**Wiring heat map**

11 x 11 tiles, from white (low) to dark blue (high), scaled to the fullest tile. Values are wire area over tile area, all layers added.
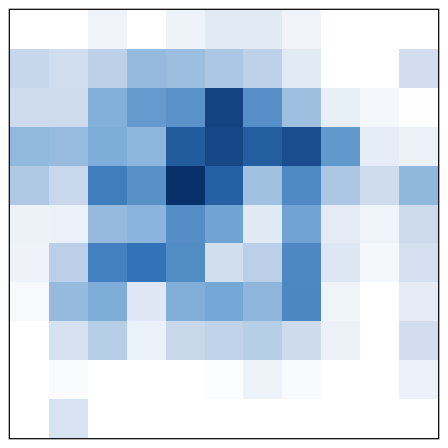
**Pin placement**

Bar = 20 um. Pins as bars across the die edge, other pins in gray.
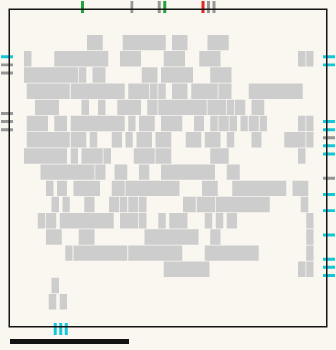
<file path="config.mk">
export PLATFORM = sky130hd
export DESIGN_NAME = adl_seq
export DESIGN_NICKNAME = d
export VERILOG_FILES = /design/src/rtl/adl_seq.sv
export SDC_FILE = /design/constraint.sdc
export NUM_CORES = 1
export LEC_CHECK = 0
export CORE_MARGIN = 2
export CORE_UTILIZATION = 40
export CTS_CLUSTER_SIZE = 12
export DETAILED_ROUTE_END_ITERATION = 10
export PLACE_DENSITY = 0.72
export SLEW_MARGIN = 5
export SYNTH_ARGS = -nofsm -noshare
export SYNTH_HDL_FRONTEND = slang
export SYNTH_SLANG_ARGS = --single-unit
</file>
<file path="constraint.sdc">
create_clock -name clk -period 2.1 [get_ports clk]
set_input_delay 0.42 -clock clk [delete_from_list [all_inputs] [get_ports clk]]
set_output_delay 0.42 -clock clk [all_outputs]
set_load 0.1 [all_outputs]
</file>
<file path="src/rtl/adl_seq.sv">
// Low-address mux sequencer for the m6502 datapath: steps FETCH/ZP/STK/ZPX/ZPX_RMW bus cycles,
// drives the mux select and L-register load, and aborts stalled bus cycles via a wait watchdog.
// Optional build macro ADL_SEQ_STALLCNT_EN adds a 16-bit saturating total-stall counter on stall_cnt.
module adl_seq #(
  parameter int unsigned WAIT_LIMIT = 15,
  parameter int unsigned CNT_W      = 8
) (
  input  logic        clk,
  input  logic        reset_n,
  input  logic        start,
  input  logic [2:0]  mode,
  input  logic        rdy,
  output logic [1:0]  sel,
  output logic        lreg_ld,
  output logic        addr_vld,
  output logic        busy,
  output logic        done,
  output logic        err,
  output logic [15:0] stall_cnt
);

  typedef enum logic [2:0] {
    S_IDLE,
    S_FETCH,
    S_ZP,
    S_STK,
    S_IDX_LD,
    S_IDX_USE,
    S_IDX_USE2,
    S_DONE
  } state_t;

  localparam logic [1:0] SEL_PCL = 2'b00;
  localparam logic [1:0] SEL_D   = 2'b01;
  localparam logic [1:0] SEL_S   = 2'b10;
  localparam logic [1:0] SEL_L   = 2'b11;

  localparam logic [CNT_W-1:0] WAIT_MAX = CNT_W'(WAIT_LIMIT);

  state_t           state_reg, state_next;
  logic             rmw_reg, rmw_next;
  logic             err_reg, err_next;
  logic [1:0]       sel_reg, sel_next;
  logic [CNT_W-1:0] wait_reg, wait_next;
  logic             bus_state;

  assign bus_state = (state_reg == S_FETCH) || (state_reg == S_ZP) || (state_reg == S_STK) ||
                     (state_reg == S_IDX_USE) || (state_reg == S_IDX_USE2);

  always_ff @(posedge clk or negedge reset_n) begin
    if (!reset_n) begin
      state_reg <= S_IDLE;
      rmw_reg   <= 1'b0;
      err_reg   <= 1'b0;
      sel_reg   <= SEL_PCL;
      wait_reg  <= '0;
    end else begin
      state_reg <= state_next;
      rmw_reg   <= rmw_next;
      err_reg   <= err_next;
      sel_reg   <= sel_next;
      wait_reg  <= wait_next;
    end
  end

  // Next-state logic; err_next is only ever set on a transition into DONE.
  always_comb begin
    state_next = state_reg;
    rmw_next   = rmw_reg;
    err_next   = 1'b0;
    wait_next  = wait_reg;
    case (state_reg)
      S_IDLE: begin
        wait_next = '0;
        if (start) begin
          case (mode)
            3'b000: state_next = S_FETCH;
            3'b001: state_next = S_ZP;
            3'b010: state_next = S_STK;
            3'b011: begin
              state_next = S_IDX_LD;
              rmw_next   = 1'b0;
            end
            3'b100: begin
              state_next = S_IDX_LD;
              rmw_next   = 1'b1;
            end
            default: begin
              state_next = S_DONE;
              err_next   = 1'b1;
            end
          endcase
        end
      end
      S_IDX_LD: begin
        state_next = S_IDX_USE;
        wait_next  = '0;
      end
      S_FETCH, S_ZP, S_STK, S_IDX_USE, S_IDX_USE2: begin
        if (rdy) begin
          wait_next = '0;
          if (state_reg == S_IDX_USE && rmw_reg) state_next = S_IDX_USE2;
          else                                   state_next = S_DONE;
        end else if (wait_reg == WAIT_MAX) begin
          // This cycle is the (WAIT_LIMIT+1)th consecutive stall: abort.
          state_next = S_DONE;
          err_next   = 1'b1;
          wait_next  = '0;
        end else begin
          wait_next = wait_reg + CNT_W'(1);
        end
      end
      S_DONE: begin
        state_next = S_IDLE;
      end
      default: begin
        state_next = S_IDLE;
      end
    endcase
  end

  // Select is registered alongside the state so DONE can keep the last bus address on the mux.
  always_comb begin
    sel_next = SEL_PCL;
    case (state_next)
      S_IDLE:     sel_next = SEL_PCL;
      S_FETCH:    sel_next = SEL_PCL;
      S_ZP:       sel_next = SEL_D;
      S_STK:      sel_next = SEL_S;
      S_IDX_LD:   sel_next = SEL_D;
      S_IDX_USE:  sel_next = SEL_L;
      S_IDX_USE2: sel_next = SEL_L;
      S_DONE:     sel_next = sel_reg;
      default:    sel_next = SEL_PCL;
    endcase
  end

  assign sel      = sel_reg;
  assign lreg_ld  = (state_reg == S_IDX_LD);
  assign addr_vld = bus_state;
  assign busy     = (state_reg != S_IDLE) && (state_reg != S_DONE);
  assign done     = (state_reg == S_DONE);
  assign err      = err_reg;

`ifdef ADL_SEQ_STALLCNT_EN
  logic [15:0] stall_cnt_reg;

  always_ff @(posedge clk or negedge reset_n) begin
    if (!reset_n) begin
      stall_cnt_reg <= 16'h0000;
    end else if (bus_state && !rdy && (stall_cnt_reg != 16'hFFFF)) begin
      stall_cnt_reg <= stall_cnt_reg + 16'd1;
    end
  end

  assign stall_cnt = stall_cnt_reg;
`else
  assign stall_cnt = 16'h0000;
`endif

endmodule

</file>
==> impl_metrics.toml <==
# implementation run metrics
[grt]
grt_max_degree = 16
grt_pass1_vias = 731
grt_overflow = 0
antenna_found_initial = 0
grt_pass1_wl_mm = 3.23
grt_usage_pct = 15.6

[placement]
pre_cts_slack_ps = 17.6
place_area_um2 = 1130
place_hpwl_mm = 1.49
post-place-cells = 148

[yosys]
top_cell_area_share_pct = 39.0
ys_sh_adder_pct = 1.30
edf_count = 0
simple_gate_area_share_pct = 21.2
yosysTopAreaCell = "dfrtp_1"
xor_area_share_pct = 2.73
ys_sh_mux_pct = 0
syn_inst = 106
flop_cell = "dfrtp_1"
logic_family = "simple AND/OR/NAND/NOR gates"
postSynthSeqShare_pct = 39.0
aoi_share_pct = 21.0
common_cells = "buf_4, dfrtp_1, nor2_1"
postSynthAreaPerCell_um2 = 9.09
synth_area_um2 = 963
ys_area_um2 = 963
synth_flops = 15
ys_top_cells_by_area = "dfrtp_1, buf_4, nor2_1, nand2_1, nand3_1"
yosys_warnings = 0

[route]
antenna_left = 0
drtPass1Iterations = 4
viasPerCell = 5.07
first_iter_violations = 4
drc = 0

[timing]
finalClockPeriodUsage_pct = 96.3
finClkSkew_ps = 9.97
finalHoldViolCount = 0
maxSlewViolCount = 0
max_freq_ghz = 0.495
worst_slew_pin_slew_ps = 673
period_needed_ps = 2020
setup_viol = 0
setup_tns_ps = 0
setup_ws_ps = 78.5
rsz0062_at_grt = "false"
holdWs_ps = 536

[power_and_ir_drop]
pg_comb_mw = 1.38
seqPwrFrac_pct = 22.6
switching_power_mw = 1.14
power.share.switching_pct = 56.7
p_int_uw = 865
top_power_group = "combinational cells"
clk-power_uw = 164
finalPower_mw = 2.00
power.leakage_nw = 0.533
vdd_ir_drop_max_mv = 1.44
power_frac_clock_pct = 8.2
pwr_density_cell_nw_per_um2 = 1730

[floorplanning]
rows = 17
chipArea_um2 = 2820
io_pins = 30
fp-utilization_pct = 42.7
well_tap_count = 28

[cells_and_area]
final_nets = 133
drive_gt1_share_pct = 16.1
design_area_um2 = 1150
diodes = 0
clkbuf_count = 4
buffer_area_share_pct = 15.4
buffers = 15
regArea_um2 = 375
syn2layout_area_growth_pct = 19.9
fin_cells = 152
utilization_pct = 51.2
largest_reg_flops = 8
sh_seq_area_pct = 32.5
inverters_excl_clock = 5
clock_cell_area_share_pct = 2.28
nFillCells = 229
combGateArea_um2 = 522
flops = 15

[worst_hold_path]
worstHoldPathType = "input pin to asynchronous set/reset pin"

[clocking]
cts_resized = 1
clk_path_buf_depth = 2
cts-root-buf = "clkbuf_4"
numClockSinks = 15
clk_latency_ps = 290
clk_pin_slew_ps = 90
numCtsBuffers = 3
cts_setup_buffers = 0
htreeDepth = 1

[worst_setup_path]
ff2ff_path_depth = 6
path_delay_family = "AND-OR/OR-AND gates"
worstSetupStartpoint = "wait_reg[0]$_DFFE_PN0P_"
timing.rr.end = "sel[1]$_DFFE_PN0P_"
arrival_ps = 2220
critical-path-max-stage-delay_ps = 540
crit_buf_inv = 1
crit_type = "register to register"
cp-end-kind = "register"
path_cells = "ha_1 -> and3_1 -> a2111oi_1 -> a211oi_2 -> buf_4 -> a221oi_2"
r2r_start = "wait_reg[0]$_DFFE_PN0P_"
cp.required_ps = 2300
cpMaxStageDelayCell = "a2111oi_1"
critPathMaxFanout = 5
r2r_slack_ps = 80
crit_cells = 6
crit_path_end = "sel[1]$_DFFE_PN0P_"

[run_status]
outcome = "complete, no violations"

[job]
drv_cap = 0
About 'wiring heat map':
The mean over all tiles is 0.11. The fullest tile reaches 0.41. The densest ninth of the die: middle. 23% of the tiles are nearly empty. 19% of the tiles are over half the peak.
drt total wl: 1.89 mm
Avg WL per Cell: 12.4 um
Via Count: 770

About 'pin placement':
Red shows start, pins 1, direction input, edge top. Cyan shows stall_cnt, pins 16, direction output, edge 12 right, 3 bottom, 1 left. Green shows sel, pins 2, direction output, edge top.
port bufs: 13
Die Wd: 53.1 um

placed cells by master, fill, tap and decap left out, types with 2 or more instances in the layout:
| cell type | n |
|---|---|
| buf_4 | 5 |
| nand2_1 | 10 |
| nor2_1 | 11 |
| a211oi_1 | 2 |
| clkbuf_4 | 3 |
| and3_1 | 2 |
| dfrtp_1 | 15 |
| buf_12 | 4 |
| inv_1 | 4 |
| nand3_1 | 5 |
| o21bai_1 | 2 |
| nor3_1 | 2 |
| conb_1 | 16 |
| nor2_4 | 2 |
| xnor2_1 | 2 |
| clkdlybuf4s50_1 | 6 |
| o21ai_0 | 4 |
| a21oi_1 | 4 |
per-layer routing:
layer	GRT usage (%)	wire length [um]
met5	0	0
met4	2.14	0
met3	5.65	117
met2	25.8	940
met1	19.9	830
